==> config.mk <==
export PLATFORM = sky130hd
export DESIGN_NAME = tdm_demux_deser16
export DESIGN_NICKNAME = d
export VERILOG_FILES = /design/src/rtl/tdm_demux_deser16.sv
export SDC_FILE = /design/constraint.sdc
export NUM_CORES = 1
export LEC_CHECK = 0
export CAP_MARGIN = 10
export CORE_ASPECT_RATIO = 0.7
export CORE_MARGIN = 2
export CORE_UTILIZATION = 45
export CTS_CLUSTER_SIZE = 16
export DETAILED_ROUTE_END_ITERATION = 12
export HOLD_SLACK_MARGIN = 0.03
export PLACE_DENSITY = 0.69
export REMOVE_ABC_BUFFERS = 1
export SETUP_SLACK_MARGIN = 0.15
export SYNTH_ARGS = -nofsm -noshare
export SYNTH_HDL_FRONTEND = slang
export SYNTH_SLANG_ARGS = --single-unit
==> constraint.sdc <==
create_clock -name clk -period 3.1 [get_ports clk]
set_clock_uncertainty 0.15 [all_clocks]
set_input_delay 0.465 -clock clk [delete_from_list [all_inputs] [get_ports clk]]
set_output_delay 0.465 -clock clk [all_outputs]
set_load 0.05 [all_outputs]
==> src/rtl/tdm_demux_deser16.sv <==
`default_nettype none
// ============================================================================
// Module : tdm_demux_deser16
// Brief  : 1:16 TDM demultiplexer; rebuilds a slot-0-first serial frame into
//          a registered parallel word with a one-cycle valid strobe.
// Rev    : 1.0  initial release
// ============================================================================
module tdm_demux_deser16 #(
    parameter int WIDTH = 16,
    parameter int SEL_W = 4
) (
    input  logic             clk,
    input  logic             rst,
    input  logic             din,
    input  logic             din_valid,
    input  logic             frame_start,
    output logic [WIDTH-1:0] out_data,
    output logic             out_valid,
    output logic [SEL_W-1:0] slot,
    output logic             frame_err
);

    localparam logic [0:0] IDLE    = 1'b0;
    localparam logic [0:0] COLLECT = 1'b1;

    localparam logic [SEL_W-1:0] LAST_SLOT = SEL_W'(WIDTH - 1);
    localparam logic [SEL_W-1:0] ONE       = SEL_W'(1);

    logic [0:0]       state;
    // The final slot bit goes straight to out_data, so the shadow holds one bit less.
    logic [WIDTH-2:0] shadow;

    always_ff @(posedge clk) begin
        if (rst) begin
            state     <= IDLE;
            slot      <= '0;
            shadow    <= '0;
            out_data  <= '0;
            out_valid <= 1'b0;
            frame_err <= 1'b0;
        end else begin
            out_valid <= 1'b0;
            frame_err <= 1'b0;
            if (din_valid) begin
                case (state)
                    IDLE: begin
                        if (frame_start) begin
                            shadow[0] <= din;
                            slot      <= ONE;
                            state     <= COLLECT;
                        end
                    end
                    COLLECT: begin
                        if (frame_start) begin
                            // Early frame_start: drop the partial frame, restart at slot 0.
                            frame_err <= 1'b1;
                            shadow[0] <= din;
                            slot      <= ONE;
                        end else if (slot == LAST_SLOT) begin
                            out_data  <= {din, shadow};
                            out_valid <= 1'b1;
                            slot      <= '0;
                            state     <= IDLE;
                        end else begin
                            shadow[slot] <= din;
                            slot         <= slot + ONE;
                        end
                    end
                    default: begin
                        state <= IDLE;
                        slot  <= '0;
                    end
                endcase
            end
        end
    end

endmodule
`default_nettype wire

clock_wires.png
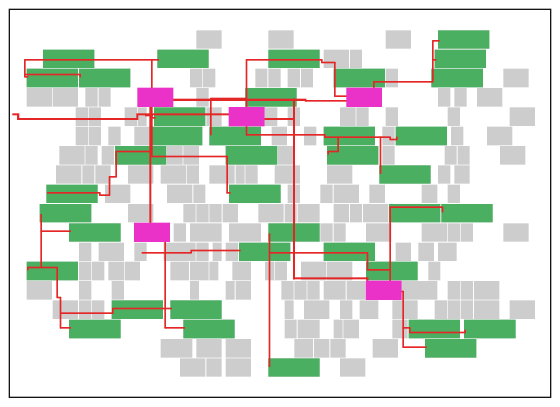
- clock wires: red (length 454 um)
- flip-flops: green (count 38)
- clock-net drivers: magenta (count 5)
- routed clock nets: 6
- flops lie: all over the die
clock power share: 38.7%
clk pwr: 0.345 mW
Late-Pin Clk Latency: 290 ps

class_map.png
Scale bar: 20 um.
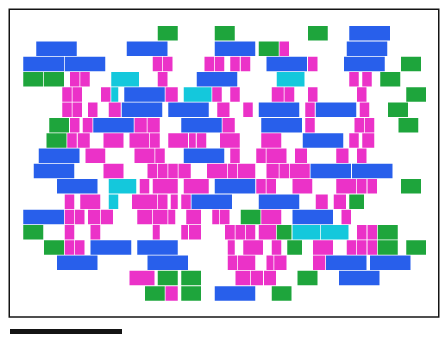
- remaining buffers and delay cells: green (cells 29)
- sequential cells: blue (cells 38)
- remaining logic cells: magenta (cells 130)
- clock drivers and dummy loads: cyan (cells 8)
Final Cell Area: 2000 sq um
Final Util: 57.0%
Seq/total area: 38.0%
Row Count: 18

==> Changelog: implementation <==
### Implementation results

* Status: finished clean
* Adder-cell share of the synthesized area at 3.06%
* Hold Path Depth at 2
* Most numerous logic cells after layout: dfxtp_1 (38), nand3_1 (31), clkdlybuf4s50_1 (26)
* Max reg flops at 16
* Layout area overhead at 22.3%
* Initial antenna violation count at 0
* RR Endpoint: out_data[6]
* Hold Path End: out_data[14]
* Synthesis area per yosys at 1640 sq um
* Global-route wire length before repair at 5930 um
* Post-synthesis cell count from yosys at 182
* Largest logic family: simple AND/OR/NAND/NOR gates
* Slew @ Worst Pin at 662 ps
* Final #Nets at 213
* Fin Hold WS at approximately 320 ps
* Max FO, Critical Path at 10
* Placed insts at 247
* Pre-CTS setup slack at roughly 800 ps
* # clk buffers at 7
* Final setup TNS at 0 ps
* Die W at about 76 um
* Maximum vdd drop at 334 uV
* CTS tree: built
* Clock network area share at 4.56%
* Hold Startpoint: shadow[14]
* Total gr overflow at 0
* Max-Slew Margin vs Limit at 55.8%
* Commonest cells post-synth: dfxtp_1 (38), nand3_1 (31), a21oi_1 (20), nand2b_1 (17), mux2i_1 (15)
* ANT nets after route at 0
* Layout fillers at 332
* Sequential Power at 0.495 mW
* Ao+oa area frac at around 14%
* FF/Latch Area at 761 sq um
* Vias per cell at 5.36
* Max Slew Vio Count at 0
* Top FF cell, synth: dfxtp_1
Power and IR drop assume default switching activity.
